**config.mk**
```make
export PLATFORM = sky130hd
export DESIGN_NAME = slave_spi
export DESIGN_NICKNAME = d
export VERILOG_FILES = /design/src/rtl/slave_spi_pkg.sv /design/src/rtl/sync_ff.sv /design/src/rtl/slave_spi.sv
export SDC_FILE = /design/constraint.sdc
export NUM_CORES = 1
export LEC_CHECK = 0
export ABC_AREA = 1
export CAP_MARGIN = 10
export CORE_ASPECT_RATIO = 0.8
export CORE_MARGIN = 2
export CORE_UTILIZATION = 59
export CTS_BUF_LIST = sky130_fd_sc_hd__clkbuf_16
export DETAILED_ROUTE_END_ITERATION = 8
export GPL_TIMING_DRIVEN = 0
export PLACE_DENSITY = 0.84
export SLEW_MARGIN = 0
export SYNTH_ARGS = -nofsm -noshare
export SYNTH_HDL_FRONTEND = slang
export SYNTH_SLANG_ARGS = --single-unit
```
**constraint.sdc**
```tcl
create_clock -name clk_s -period 4.35 [get_ports clk_s]
set_clock_uncertainty 0.15 [all_clocks]
set_input_delay 0.87 -clock clk_s [delete_from_list [all_inputs] [get_ports clk_s]]
set_output_delay 0.87 -clock clk_s [all_outputs]
set_load 0.005 [all_outputs]
```
**src/rtl/slave_spi_pkg.sv**
```systemverilog
// ============================================================================
// slave_spi_pkg : shared SPI word/mode constants and slave FSM state codes.
// Revision 1.0
// ============================================================================
`default_nettype none

package slave_spi_pkg;

  localparam int DATA_WIDTH = 8;
  localparam int CPOL       = 0;
  localparam int CPHA       = 0;

  typedef enum logic [1:0] {
    S_IDLE  = 2'd0,
    S_SHIFT = 2'd1,
    S_HOLD  = 2'd2
  } slave_state_t;

endpackage

`default_nettype wire

```
**src/rtl/sync_ff.sv**
```systemverilog
// ============================================================================
// sync_ff : two-flop synchroniser with a configurable reset value.
// Revision 1.0
// ============================================================================
`default_nettype none

module sync_ff #(
  parameter logic RST_VAL = 1'b0
) (
  input  logic clk,
  input  logic rst_n,
  input  logic i_d,
  output logic o_q
);

  logic r_meta;
  logic r_sync;

  always_ff @(posedge clk or negedge rst_n) begin
    if (!rst_n) begin
      r_meta <= RST_VAL;
      r_sync <= RST_VAL;
    end else begin
      r_meta <= i_d;
      r_sync <= r_meta;
    end
  end

  assign o_q = r_sync;

endmodule

`default_nettype wire

```
**src/rtl/slave_spi.sv**
```systemverilog
// ============================================================================
// slave_spi : oversampled SPI slave, one word per frame (multi-word when
//             SLAVE_BURST_EN is defined).
// Revision 1.0
// ============================================================================
`default_nettype none

module slave_spi #(
  parameter int DATA_WIDTH = slave_spi_pkg::DATA_WIDTH,
  parameter int CPOL       = slave_spi_pkg::CPOL,
  parameter int CPHA       = slave_spi_pkg::CPHA
) (
  input  logic                  clk_s,
  input  logic                  rst_n,
  input  logic                  sclk,
  input  logic                  ss,
  input  logic                  mosi,
  output logic                  miso,
  input  logic [DATA_WIDTH-1:0] data_in_slave,
  input  logic                  load,
  output logic [DATA_WIDTH-1:0] data_out_slave,
  output logic                  valid,
  output logic                  frame_err,
  output logic                  busy
);

  import slave_spi_pkg::*;

  localparam int             c_CW             = $clog2(DATA_WIDTH + 1);
  localparam logic [c_CW-1:0] c_CNT_FULL       = c_CW'(DATA_WIDTH);
  localparam bit             c_SAMPLE_ON_RISE = ((CPOL ^ CPHA) == 0);

  logic w_sclk_s, w_ss_s, w_mosi_s;
  logic r_sclk_d, r_ss_d;

  sync_ff #(.RST_VAL(1'b1)) u_sync_ss (
    .clk(clk_s), .rst_n(rst_n), .i_d(ss), .o_q(w_ss_s)
  );
  sync_ff #(.RST_VAL(1'(CPOL))) u_sync_sclk (
    .clk(clk_s), .rst_n(rst_n), .i_d(sclk), .o_q(w_sclk_s)
  );
  sync_ff #(.RST_VAL(1'b0)) u_sync_mosi (
    .clk(clk_s), .rst_n(rst_n), .i_d(mosi), .o_q(w_mosi_s)
  );

  logic w_sclk_rise, w_sclk_fall, w_sample, w_shift, w_ss_fall, w_ss_rise;

  assign w_sclk_rise = w_sclk_s & ~r_sclk_d;
  assign w_sclk_fall = ~w_sclk_s & r_sclk_d;
  assign w_sample    = c_SAMPLE_ON_RISE ? w_sclk_rise : w_sclk_fall;
  assign w_shift     = c_SAMPLE_ON_RISE ? w_sclk_fall : w_sclk_rise;
  assign w_ss_fall   = ~w_ss_s & r_ss_d;
  assign w_ss_rise   = w_ss_s & ~r_ss_d;

  slave_state_t             r_state, w_state_next;
  logic [c_CW-1:0]          r_cnt;
  logic [DATA_WIDTH-1:0]    r_rx_sr, r_tx_sr, r_tx_buf, r_data_out;
  logic                     r_valid, r_frame_err, r_busy, r_miso;
  logic [1:0]               r_settle;
  logic                     r_armed;
  logic                     w_start, w_done, w_abort;

  // A frame may only start once ss has been seen high after reset, so a
  // reset released mid-frame never captures the tail of that frame.
  always_ff @(posedge clk_s or negedge rst_n) begin
    if (!rst_n) begin
      r_sclk_d <= 1'(CPOL);
      r_ss_d   <= 1'b1;
      r_settle <= 2'd0;
      r_armed  <= 1'b0;
    end else begin
      r_sclk_d <= w_sclk_s;
      r_ss_d   <= w_ss_s;
      if (r_settle != 2'd3) r_settle <= r_settle + 2'd1;
      if (r_settle == 2'd3 && r_ss_d) r_armed <= 1'b1;
    end
  end

  always_ff @(posedge clk_s or negedge rst_n) begin
    if (!rst_n) r_state <= S_IDLE;
    else        r_state <= w_state_next;
  end

  always_comb begin
    w_state_next = r_state;
    w_start      = 1'b0;
    w_done       = 1'b0;
    w_abort      = 1'b0;
    case (r_state)
      S_IDLE: begin
        if (w_ss_fall && r_armed) begin
          w_state_next = S_SHIFT;
          w_start      = 1'b1;
        end
      end
      S_SHIFT: begin
        if (r_cnt == c_CNT_FULL) begin
          w_done = 1'b1;
`ifdef SLAVE_BURST_EN
          if (w_ss_rise) w_state_next = S_IDLE;
`else
          w_state_next = w_ss_rise ? S_IDLE : S_HOLD;
`endif
        end else if (w_ss_rise) begin
          w_state_next = S_IDLE;
          w_abort      = (r_cnt != '0);
        end
      end
      S_HOLD: begin
        if (w_ss_rise) w_state_next = S_IDLE;
      end
      default: w_state_next = S_IDLE;
    endcase
  end

  always_ff @(posedge clk_s or negedge rst_n) begin
    if (!rst_n) begin
      r_cnt       <= '0;
      r_rx_sr     <= '0;
      r_tx_sr     <= '0;
      r_tx_buf    <= '0;
      r_data_out  <= '0;
      r_valid     <= 1'b0;
      r_frame_err <= 1'b0;
      r_busy      <= 1'b0;
      r_miso      <= 1'b0;
    end else begin
      r_valid     <= w_done;
      r_frame_err <= w_abort;
      r_busy      <= (w_state_next != S_IDLE);
      r_miso      <= (r_state == S_SHIFT) & r_tx_sr[DATA_WIDTH-1];
      if (load) r_tx_buf <= data_in_slave;
      if (w_done) r_data_out <= r_rx_sr;

      if (w_start) begin
        r_cnt   <= '0;
        r_rx_sr <= '0;
        r_tx_sr <= r_tx_buf;
      end else if (r_state == S_SHIFT) begin
        if (w_done) begin
          // Reload for the next burst word; invisible when leaving S_SHIFT.
          r_cnt   <= '0;
          r_tx_sr <= r_tx_buf;
        end else begin
          if (w_sample) begin
            r_rx_sr <= {r_rx_sr[DATA_WIDTH-2:0], w_mosi_s};
            r_cnt   <= r_cnt + 1'b1;
          end
          // No shift before the first sample keeps the MSB on miso.
          if (w_shift && r_cnt != '0) r_tx_sr <= {r_tx_sr[DATA_WIDTH-2:0], 1'b0};
        end
      end
    end
  end

  assign miso           = r_miso;
  assign data_out_slave = r_data_out;
  assign valid          = r_valid;
  assign frame_err      = r_frame_err;
  assign busy           = r_busy;

endmodule

`default_nettype wire

```
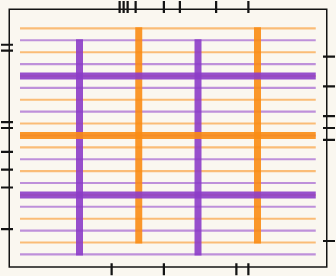
Run 1: PDN straps and rails
Pins as bars on the die edge.
Key: purple = VSS; orange = VDD
26 signal pins sit on the boundary. 3 straps on met5.
Die X: 72.3 um
core area: 3490 sq um
die height: 58.6 um
Max IR drop VDD: 0.364 mV

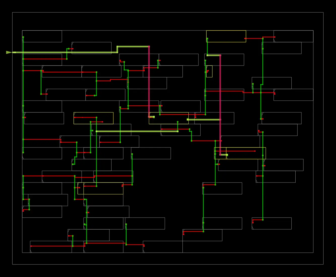
Run 1: the clock network
CLK BUF: 5
Seq Cell Count: 53
Late-Pin Clk Latency: 0.29 ns

==> results.yml, run 1 <==
# flow metrics
yosys:
  synth_area_per_cell_sq_um: 10.1
  yosysWarnings: 0
  syn-cell-area_sq_um: 2200
  topCellsByArea: "dfrtp_1, nand2_1, mux2_2"
  top_cell: "nand2_1"
  yosys_most_used_dff: "dfrtp_1"
  common_cells: "nand2_1, dfrtp_1, inv_1, o21ai_0"
  syn_inst: 217
hold_path:
  hp-start: "u_sync_sclk.r_meta"
  holdPathEnd: "u_sync_sclk.o_q"
grt:
  antenna_found_initial: 0
  grt_pass1_wl_um: 6940
cells_and_area:
  largest_class: "registers"
  syn2layout_area_growth_pct: 20.4
  layout.nets: 266
  layout_top_cells: "nand2_1, dfrtp_1, clkdlybuf4s50_1, inv_1, o21ai_0"
  inverters: 18
  finalInstanceArea_sq_um: 2650
  flop_area_sq_um: 1330
drt:
  viasPerCell: 5.26
placed_design:
  hpwl_um: 2720
  place_congestion: 0.765
final_timing:
  tightest_slew_ns: 0.607
  setup_ws_ns: 2.19
  fin_crit_ns: 2.16
  setup_viol_count_final: 0
  hold_viol_final: 0
setup_path:
  critPathTopFamily: "buffers and inverters"
  rr_worst_depth: 10
  r2r_slack_ns: 2.58
  start_kind: "register"
  cp_max_fo: 2
cts:
  path_clk_slew_ns: 0.06
  clk_path_buf_depth: 2
  cts_resized: 0
outcome:
  status: "complete, no violations"
power_and_ir_drop:
  p_switching_mw: 0.431
  powerClk_mw: 0.371
  pwr-share-seq_pct: 46.9
  finalPower_mw: 1.37
die:
  rows: 19
  tap-cell-count: 42
flow_run:
  cap_violations: 0
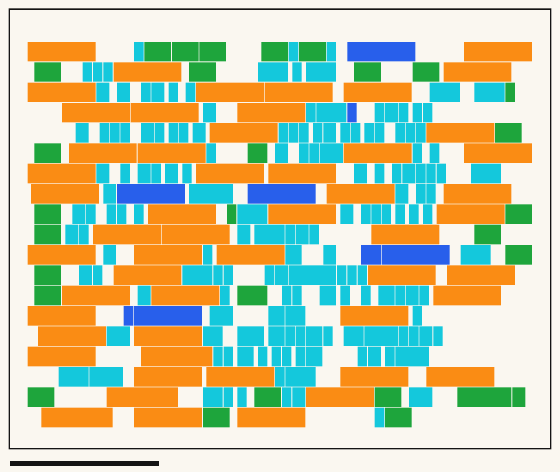
Run 1: placed cells, one colour a class
The bar under the picture is 20 um long.
Key: orange = sequential cells [cells 53, share of their area 51%]; cyan = combinational and other logic [cells 160, share of their area 32%]; green = remaining buffers and delay cells [cells 29, share of their area 11%]; blue = clock drivers and dummy loads [cells 8, share of their area 5.4%]

## run 1: state kept, by name (all words and copies together), names as in the netlist
register / count
busy: 1
data_out_slave: 8
frame_err: 1
miso: 1
r_armed: 1
r_cnt: 4
r_rx_sr: 8
r_sclk_d: 1
r_settle: 2
r_ss_d: 1
r_state: 2
r_tx_buf: 8
r_tx_sr: 8
u_sync_mosi.o_q: 1
u_sync_mosi.r_meta: 1
u_sync_sclk.o_q: 1
u_sync_sclk.r_meta: 1
u_sync_ss.o_q: 1
u_sync_ss.r_meta: 1
valid: 1
## run 1: routing by layer
layer  global-route usage (%)  share of wire, %  vias to the layer above
met5                        0                 0                        -
met4                     9.16               1.4                        0
li1                         -                 -                      757
met1                     28.9                48                      744
met2                     34.7                47                       29
met3                     5.14               3.6                        7
==> run 1 -> run 2 <==
- CORE_UTILIZATION: 59 -> 54
- PLACE_DENSITY: 0.84 -> 0.77
- clock period: 4.35 -> 2.2 ns (I/O delays scaled with it)
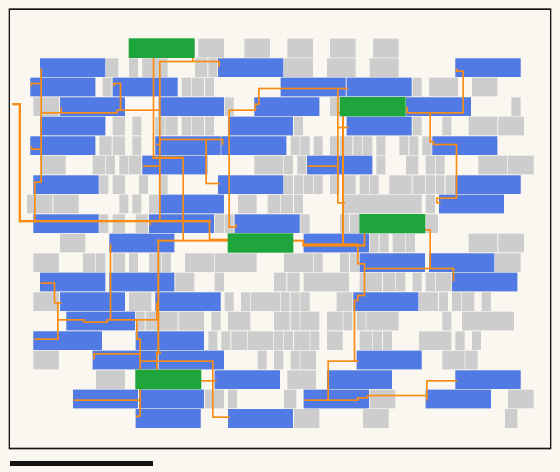
Run 2: clock distribution
The bar under the picture is 20 um long.
Key: orange = clock wires [length 541 um]; blue = flip-flops [count 53]; green = clock drivers [count 5]
There are 6 routed clock nets. Position of the flops: spread over the die.
Clock Power Share: 30.4%
total clock network power: 0.859 mW

==> run 2 against run 1 <==
Effect of this change: core utilization down 5.7 points; final area up 2.0%; worst hold slack better by 0.0056 ns; clock power up 130%; via count down 1.0%; routed wire length down 3.0%; area after synthesis unchanged; critical endpoint is now data_out_slave[7]; largest power group unchanged.
==> results.yml, run 2 <==
# flow metrics
die:
  die_x_um: 75.4
  coreArea_sq_um: 3850
  die_height_um: 61.1
  pin_count: 26
  tap-cell-count: 55
  rows: 20
setup_path:
  cp_max_fo: 10
  start_kind: "register"
  r2r-start: "r_cnt[0]"
  cp-end-kind: "register"
  r2r_slack_ns: 0.43
  critPathTopFamily: "flip-flops"
  cp_slowest_stage_delay_ns: 0.41
  r2r-end: "data_out_slave[7]"
  rr_worst_depth: 8
  worstPathArrival_ns: 1.77
yosys:
  yosysUniqueCellTypes: 31
  yosys_most_used_dff: "dfrtp_1"
  syn_nets: 234
  top_cell: "nand2_1"
  numSynthFlops: 53
  fa_ha_area_share_pct: 1.71
  synth_area_per_cell_sq_um: 10.1
  syn_inst: 217
  topCellsByArea: "dfrtp_1, nand2_1, mux2_2"
  syn-cell-area_sq_um: 2200
  yosysWarnings: 0
  synthAoiAreaFrac_pct: 6.94
  yosysChipArea_sq_um: 2200
  common_cells: "nand2_1, dfrtp_1, inv_1, o21ai_0"
  yosysTopAreaCell: "dfrtp_1"
  yosysSeqAreaShare_pct: 60.5
cts:
  cts_root_buffer: "clkbuf_16"
  path_clk_slew_ns: 0.06
  clock_latency_ns: 0.29
  cts_setup_buffers: 0
  clk_path_buf_depth: 2
  htree_levels: 2
  cts_buffers: 5
  cts_resized: 0
grt:
  use_met2_pct: 31.3
  overflow: 0
  antenna_found_initial: 0
  grt_pass1_wl_um: 6500
  track_usage_pct: 19.4
  grtUsageMet3_pct: 4.75
  grt-busiest-layer: "met2"
  gr-usage-met1_pct: 25.3
cells_and_area:
  largest_class: "registers"
  final_common_cell: "nand2_1"
  layout_top_cells: "nand2_1, dfrtp_1, clkdlybuf4s50_1, inv_1, o21ai_0"
  finalInstanceArea_sq_um: 2700
  sh_comb_area_pct: 28.5
  n_antenna_cell: 0
  syn2layout_area_growth_pct: 22.8
  fill_cells: 296
  clkbuf_count: 5
  flop_area_sq_um: 1330
  ff_count: 53
  instances_no_fill: 306
  layout.nets: 267
  inverters: 18
drt:
  route.met3.wl_um: 172
  drt_pre_antenna_iters: 4
  drt_iter0_markers: 76
  ant_nets: 0
  viasPerCell: 4.97
  vias: 1521
  routed-wl-met2_um: 1760
  routed.top_layer: "met4"
  wl_met1_um: 1810
placed_design:
  place_congestion: 0.761
  hpwl_um: 2600
  place_area_sq_um: 2520
  place_ws_ns: 0.398
hold_path:
  hold_path.class: "reg -> reg"
  holdPathEnd: "u_sync_mosi.o_q"
  hp-start: "u_sync_mosi.r_meta"
outcome:
  status: "complete, no violations"
flow_run:
  cap_violations: 0
final_timing:
  hold_viol_final: 0
  setup_viol_count_final: 0
  setup_ws_ns: 0.434
  fin_crit_ns: 1.77
  tightest_slew_ns: 0.434
  slew_violations: 0
power_and_ir_drop:
  power_density_nw_per_um2: 1050
  max-vdd-ir-drop_mv: 0.567
  finalPower_mw: 2.82
==> run 2: cell counts after synthesis <==
No cell type changed its count.
==> run 2: worst max path at each step <==
stage | startpoint | to | slack (ns) | cells after the start
detailed placement | r_cnt[0] | data_out_slave[5] | 0.40 | 7
CTS | r_cnt[0] | data_out_slave[5] | 0.42 | 7
global route | r_cnt[0] | data_out_slave[3] | 0.25 | 7
floorplan | r_cnt[0] | r_tx_sr[4] | 0.62 | 10
global placement | rst_n | u_sync_mosi.r_meta | -1.0 | 1
finish | r_cnt[0] | data_out_slave[7] | 0.43 | 8
==> run 2: report_power, final <==
part	internal (mW)	switching (mW)	leakage, nW
combinational	0.289	0.404	0.507
sequential	1.15	0.122	0.669
clock	0.534	0.325	0.0852
total	1.97	0.852	1.26
==> run 2 -> run 3 <==
- clock period: 2.2 -> 1.7 ns (I/O delays scaled with it)
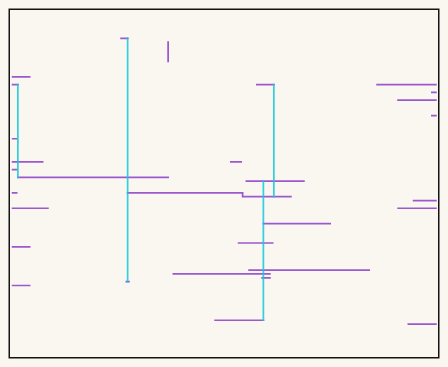
Run 3: routed metal, one colour a layer
Only two layers are drawn.
Key: cyan = metal 4 [wire length 103 um]; purple = metal 3 [wire length 199 um]

==> run 3 against run 2 <==
Effect of this change: synthesized cell count is the same; flip-flop count is the same; combinational power grew 53%; first-iteration DRC count shrank 7.9%; fmax grew 4.0%; core utilization grew 3.3 points; routed wire length grew 7.2%; worst hold slack gained 0.0012 ns; global-route usage grew 0.14 points.
==> results.yml, run 3 <==
# flow metrics
outcome:
  status: "complete, no violations"
drt:
  routed.top_layer: "met4"
  drt_iter0_markers: 70
  viasPerCell: 4.88
  route.met3.wl_um: 198
  drt_pre_antenna_iters: 4
  routed-wl-met2_um: 1870
  ant_nets: 0
  vias: 1518
setup_path:
  rr_worst_depth: 10
  start_kind: "register"
  cp_slowest_stage_delay_ns: 0.42
  cp_max_fo: 7
  r2r_slack_ns: 0.002
  critPathTopFamily: "simple AND/OR/NAND/NOR gates"
  endpoint: "r_tx_sr[5]"
  cpMostUsedCell: "nand2_1"
  r2r-start: "r_cnt[0]"
  critical_path_depth: 10
  worstPathArrival_ns: 1.73
  cp-end-kind: "register"
yosys:
  yosysChipArea_sq_um: 2200
  synthAoiAreaFrac_pct: 6.94
  common_cells: "nand2_1, dfrtp_1, inv_1, o21ai_0"
  topCellsByArea: "dfrtp_1, nand2_1, mux2_2"
  syn_inst: 217
  syn-cell-area_sq_um: 2200
  yosysUniqueCellTypes: 31
  top_cell: "nand2_1"
  synth_area_per_cell_sq_um: 10.1
  yosysTopAreaCell: "dfrtp_1"
  fa_ha_area_share_pct: 1.71
  syn_nets: 234
  numSynthFlops: 53
  yosysWarnings: 0
grt:
  track_usage_pct: 19.6
  gr-usage-met1_pct: 25.4
  use_met2_pct: 31.4
  grt-busiest-layer: "met2"
  overflow: 0
  antenna_found_initial: 0
  grtUsageMet3_pct: 4.91
  grt_pass1_wl_um: 6540
cells_and_area:
  n_antenna_cell: 0
  layout.nets: 272
  layout_top_cells: "nand2_1, dfrtp_1, clkdlybuf4s50_1, inv_1, o21ai_0"
  fill_cells: 271
  instances_no_fill: 311
  final_common_cell: "nand2_1"
  syn2layout_area_growth_pct: 28.6
  finalInstanceArea_sq_um: 2830
cts:
  path_clk_slew_ns: 0.06
  cts_buffers: 5
  cts_resized: 3
power_and_ir_drop:
  comb_power_share_pct: 27.5
  swShare_pct: 31.0
  p_switching_mw: 1.19
  p_seq_mw: 1.66
  power.group.top: "sequential cells"
  power_density_nw_per_um2: 1350
  powerClk_mw: 1.12
  intPower_mw: 2.64
  pwr-share-seq_pct: 43.3
placed_design:
  place_congestion: 0.761
  place_area_sq_um: 2520
  hpwl_um: 2600
final_timing:
  setup_viol_count_final: 0
  fin_crit_ns: 1.70
  slew_violations: 0
  tightest_slew_ns: 0.438
die:
  die_x_um: 75.4
  pin_count: 26
  rows: 20
  die_height_um: 61.1
hold_path:
  holdPathEnd: "u_sync_mosi.o_q"
  hold_path.class: "reg -> reg"
flow_run:
  cap_violations: 0
run 3: layout make-up:
class | instances | area (sq um) | share of cell area [%]
repair buffers | 30 | 317 | 11.2
inverters | 18 | 72.6 | 2.57
well taps | 55 | 68.8 | 2.43
clock inverters | 3 | 42.5 | 1.50
clock buffers | 5 | 125 | 4.42
flip-flops and latches | 53 | 1330 | 47.0
plain buffers | 4 | 35.0 | 1.24
multi-input cells | 143 | 837 | 29.6
run 3: per-stage QoR:
step           power, mW  worst slack [ns]  hold slack (ns)
3_5_place_dp        2.56            -0.102            0.123
4_1_cts             3.71           0.00703            0.204
6_report            3.83           0.00224            0.204
5_1_grt             4.07            -0.102            0.209
2_1_floorplan       2.28             0.115           -0.106
3_3_place_gp        2.52             -1.40            0.182
Power is estimated from default activity; no workload was simulated.
